===== config.mk =====
export PLATFORM = sky130hd
export DESIGN_NAME = reg_readback
export DESIGN_NICKNAME = d
export VERILOG_FILES = /design/src/rtl/reg_readback.sv
export SDC_FILE = /design/constraint.sdc
export NUM_CORES = 1
export LEC_CHECK = 0
export ABC_AREA = 1
export CAP_MARGIN = 10
export CORE_ASPECT_RATIO = 1.75
export CORE_MARGIN = 3
export CORE_UTILIZATION = 32
export DETAILED_ROUTE_END_ITERATION = 7
export GPL_TIMING_DRIVEN = 0
export PLACE_DENSITY = 0.65
export REMOVE_ABC_BUFFERS = 1
export SYNTH_ARGS = -nofsm -noshare
export SYNTH_HDL_FRONTEND = slang
export SYNTH_SLANG_ARGS = --single-unit

===== constraint.sdc =====
create_clock -name Clk -period 3.2 [get_ports Clk]
set_input_delay 0.96 -clock Clk [delete_from_list [all_inputs] [get_ports Clk]]
set_output_delay 0.96 -clock Clk [all_outputs]
set_load 0.01 [all_outputs]

===== src/rtl/reg_readback.sv =====
// Register-file readback sweeper: reads every register in turn and streams each one out as a valid/ready beat.
// Optional REG_READBACK_CHECKSUM_EN adds a trailing XOR-checksum beat after the register beats.
module reg_readback #(
    parameter int unsigned W = 8,
    parameter int unsigned A = 2
) (
    input  logic         Clk,
    input  logic         Reset,
    input  logic         Start,
    input  logic         Abort,
    output logic [A-1:0] RaddrOut,
    input  logic [W-1:0] RdataIn,
    output logic [W-1:0] OutData,
    output logic [A-1:0] OutAddr,
    output logic         OutValid,
    input  logic         OutReady,
    output logic         OutLast,
    output logic         Busy,
    output logic         Done
);

    localparam logic [A-1:0] LAST_ADDR = A'(2**A - 1);

`ifdef REG_READBACK_CHECKSUM_EN
    typedef enum logic [2:0] {
        ST_IDLE,
        ST_FETCH,
        ST_SEND,
        ST_FINISH,
        ST_CKSUM
    } state_t;
`else
    typedef enum logic [2:0] {
        ST_IDLE,
        ST_FETCH,
        ST_SEND,
        ST_FINISH
    } state_t;
`endif

    state_t       state;
    state_t       state_next;
    logic [A-1:0] cnt;
    logic [A-1:0] cnt_next;
    logic [W-1:0] data_next;
    logic [A-1:0] addr_next;
    logic         last_next;
    logic         valid_next;
    logic         busy_next;
    logic         done_next;
    logic         handshake;
`ifdef REG_READBACK_CHECKSUM_EN
    logic [W-1:0] acc;
    logic [W-1:0] acc_next;
`endif

    assign RaddrOut  = cnt;
    assign handshake = OutValid & OutReady;

    // State register and registered outputs.
    always_ff @(posedge Clk) begin
        if (Reset) begin
            state    <= ST_IDLE;
            cnt      <= '0;
            OutData  <= '0;
            OutAddr  <= '0;
            OutLast  <= 1'b0;
            OutValid <= 1'b0;
            Busy     <= 1'b0;
            Done     <= 1'b0;
`ifdef REG_READBACK_CHECKSUM_EN
            acc      <= '0;
`endif
        end else begin
            state    <= state_next;
            cnt      <= cnt_next;
            OutData  <= data_next;
            OutAddr  <= addr_next;
            OutLast  <= last_next;
            OutValid <= valid_next;
            Busy     <= busy_next;
            Done     <= done_next;
`ifdef REG_READBACK_CHECKSUM_EN
            acc      <= acc_next;
`endif
        end
    end

    // Next-state and next-output logic; Abort wins over any handshake outside IDLE.
    always_comb begin
        state_next = state;
        cnt_next   = cnt;
        data_next  = OutData;
        addr_next  = OutAddr;
        last_next  = OutLast;
`ifdef REG_READBACK_CHECKSUM_EN
        acc_next   = acc;
`endif
        case (state)
            ST_IDLE: begin
                if (Start) begin
                    state_next = ST_FETCH;
                    cnt_next   = '0;
`ifdef REG_READBACK_CHECKSUM_EN
                    acc_next   = '0;
`endif
                end
            end
            ST_FETCH: begin
                if (Abort) begin
                    state_next = ST_IDLE;
                end else begin
                    state_next = ST_SEND;
                    data_next  = RdataIn;
                    addr_next  = cnt;
`ifdef REG_READBACK_CHECKSUM_EN
                    last_next  = 1'b0;
                    acc_next   = acc ^ RdataIn;
`else
                    last_next  = (cnt == LAST_ADDR);
`endif
                end
            end
            ST_SEND: begin
                if (Abort) begin
                    state_next = ST_IDLE;
                end else if (handshake) begin
                    if (cnt == LAST_ADDR) begin
`ifdef REG_READBACK_CHECKSUM_EN
                        state_next = ST_CKSUM;
                        data_next  = acc;
                        addr_next  = '0;
                        last_next  = 1'b1;
`else
                        state_next = ST_FINISH;
`endif
                    end else begin
                        state_next = ST_FETCH;
                        cnt_next   = cnt + A'(1);
                    end
                end
            end
`ifdef REG_READBACK_CHECKSUM_EN
            ST_CKSUM: begin
                if (Abort) begin
                    state_next = ST_IDLE;
                end else if (handshake) begin
                    state_next = ST_FINISH;
                end
            end
`endif
            ST_FINISH: begin
                state_next = ST_IDLE;
            end
            default: begin
                state_next = ST_IDLE;
            end
        endcase

`ifdef REG_READBACK_CHECKSUM_EN
        valid_next = (state_next == ST_SEND) || (state_next == ST_CKSUM);
`else
        valid_next = (state_next == ST_SEND);
`endif
        busy_next  = (state_next != ST_IDLE);
        done_next  = (state_next == ST_FINISH);
    end

endmodule


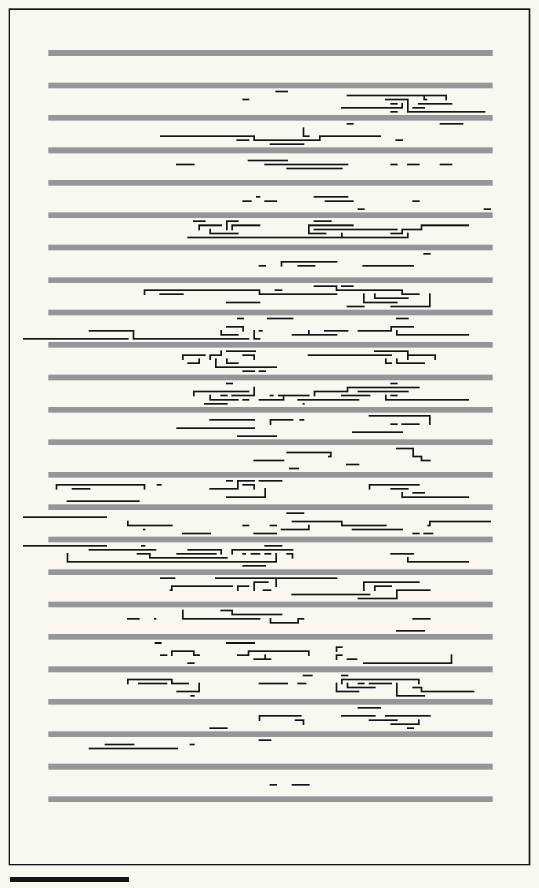
m1.png
The bar under the picture is 10 um long. Supply wires on this layer in grey.
The layer holds 38% of the routed length. 120 nets have wire on it. The wires run mostly horizontal. The layer carries 658 um of wire. The longest straight run is 18.4 um.
DRT Wirelength: 1732 um
GR Util met1: 0.1368
via count of the routed design: 705

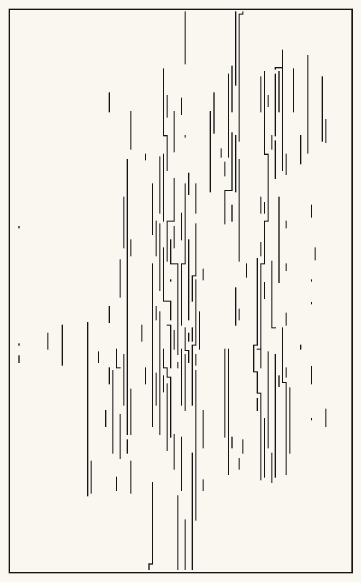
m2.png
The longest straight run is 35.0 um. The wires run mostly vertical. The layer carries 882 um of wire. The layer holds 51% of the routed length.
global routing usage on met2: 0.2224

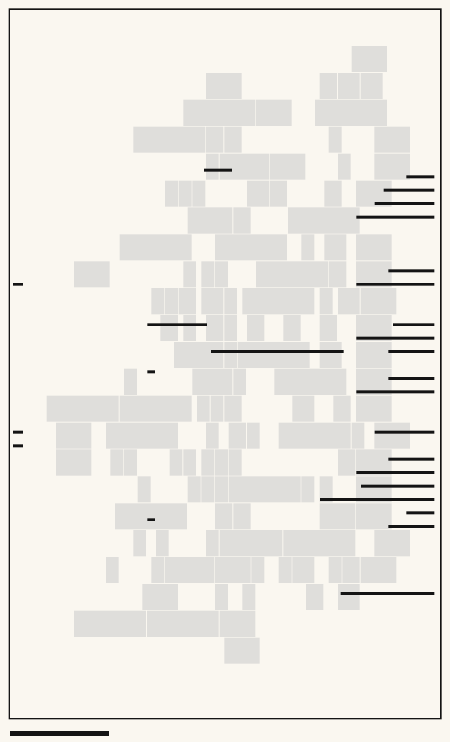
m3.png
The bar under the picture is 10 um long.
23 nets have wire on it. The longest straight run is 13.1 um. The wires run mostly horizontal.
met3 Usage GRT: 0.03266

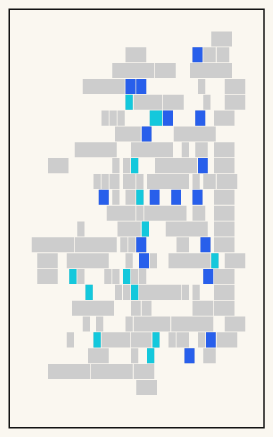
gates.png
inv cells: shown in cyan, cells 13. aoi and oai cells: shown in blue, cells 17.

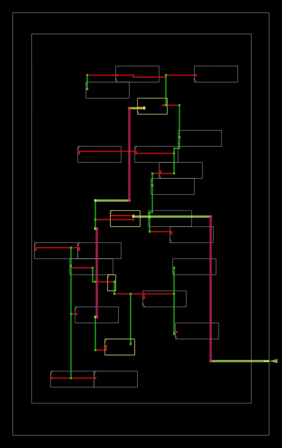
clock_nets.png
clock buffers: 4
seq_cells: 19
Clk. pwr: 0.000167 W
clk sinks: 19

==> results.toml <==
# yosys + openroad results
[run_status]
status = "completed"

[worst_setup_path]
critPathMaxFanout = 4
crit_slowest_cell = "clkdlybuf4s50_1"
crit_buf_inv = 1
path_cells = "clkdlybuf4s50_1"
cp_top_family = "buffers and inverters"
path_class = "register to output pin"
cp.arrival_ps = 1210
crit_required_ps = 2240
startpoint_type = "register"
slowest_delay_ps = 560
reg2reg_slack_ps = 2050
end_kind = "output pin"

[synth]
synth_top_area_share = 0.4833
synthAoiAreaFrac = 0.1081
ys_top_cells_by_count = "dfxtp_1, nand2_1, nor2_1, inv_1, o21ai_0"
area_leaders = "dfxtp_1, nand2_1, o21ai_0"
netlist_area_um2 = 787.0
yosys_warnings = 0
synthTopLogicFamily = "simple AND/OR/NAND/NOR gates"
syn_area_per_cell_um2 = 7.792
edf_count = 0
ys.flops = 19
netlist_instances = 101
largest_area_cell = "dfxtp_1"
adder_share = 0.01590
ys_types = 17
ys_sh_mux = 0
synth_xor_xnor_area_share = 0
synth_seq_share = 0.4833
ys_sh_simple = 0.2909
async_reset_ff_frac = 0
yosys_area_um2 = 787.0
ys_cells = 101
most_common_cell = "dfxtp_1"

[floorplanning]
dieArea_mm2 = 0.003114
die_x_um = 43.49
row_count = 23
num_io_pins = 29
design.core.area_mm2 = 0.002331
fp_util = 0.3376
die_y_um = 71.61

[clocking]
clk_latency_ps = 260
h-tree-depth = 1
clkSlewWorstSetupHoldPaths_ps = 60
cts_setup_buffers = 0
cts_made_buffers = 3
cts_resized = 0
cts_hold_buf = 0
root_buffer = "clkbuf_8"
cts_tree = "yes"
cts_buffer_depth = 2

[placed_design]
placed_area_mm2 = 0.001074
hpwl_um = 1308
placed_cells = 152
portBuffers = 28
place_congestion = 0.7083

[route]
drtIter0Drc = 15
wl_met1_um = 657
routed-wl-met3_um = 136
first_pass_iters = 2
drc = 0
met2_length_um = 882
wl_per_cell_um = 11.10
ant_nets = 0

[cells_and_area]
layout_top_cells = "clkdlybuf4s50_1, dfxtp_1, nand2_1, nor2_1"
largest_reg_flops = 8
fillers = 241
reg.largest.list = "OutData: 8 flops, state: 3 flops"
seqCellArea_um2 = 380.4
syn2layout_area_growth_pct = 42.13
drive_above_1_share = 0.1069
largest-register = "OutData"
nNetsFinal = 146
postLayoutCoreUtil = 0.4799
comb_area_um2 = 330.3
lay_top_count = "clkdlybuf4s50_1"
instances_no_fill = 156
final_cell_area_mm2 = 0.001119

[sta]
skew_ps = 2.970
slew_violations = 0
setup_violations = 0
period_used_share = 0.6783
hold_violations = 0
hold_slack_ps = 493.9
rsz0062_at_grt = "no"
timing.final.ws_setup_ps = 1029
fin_tns_setup_ps = 0
fin_crit_ps = 2171

[global_routing]
antenna_found_initial = 0
grt-ovfl-total = 0
grtUsageTotal = 0.1329
grt_pass1_wl_um = 3015
grt_pass1_vias = 696
grt_max_degree = 16

[pwr]
leakage_nw = 0.4812
power.total_w = 0.0004672
vdd_drop_max_uv = 208.5

[run]
max_cap_violations = 0
tool_warnings = 25
[worst paths after layout]
| check | start | endpoint | depth (start not counted) |
|---|---|---|---|
| max | RaddrOut[0] | RaddrOut[0] | 1 |
| min | RaddrOut[1] | OutAddr[1] | 2 |
| max reg2reg | state[1] | OutAddr[0] | 5 |
| min reg2reg | RaddrOut[1] | OutAddr[1] | 2 |
[cell type report]
cell class / count / share of cell area
inverters: 13 / 0.04586
repair buffers: 28 / 0.2506
multi-input cells: 67 / 0.2953
clock buffers: 4 / 0.04027
well taps: 25 / 0.02796
flip-flops and latches: 19 / 0.3400
[power breakdown]
part,internal [W],switching [W]
combinational,0.0000296,0.0000226
clock,0.0000887,0.0000781
sequential,0.000243,0.00000514
Power is estimated from default activity; no workload was simulated.
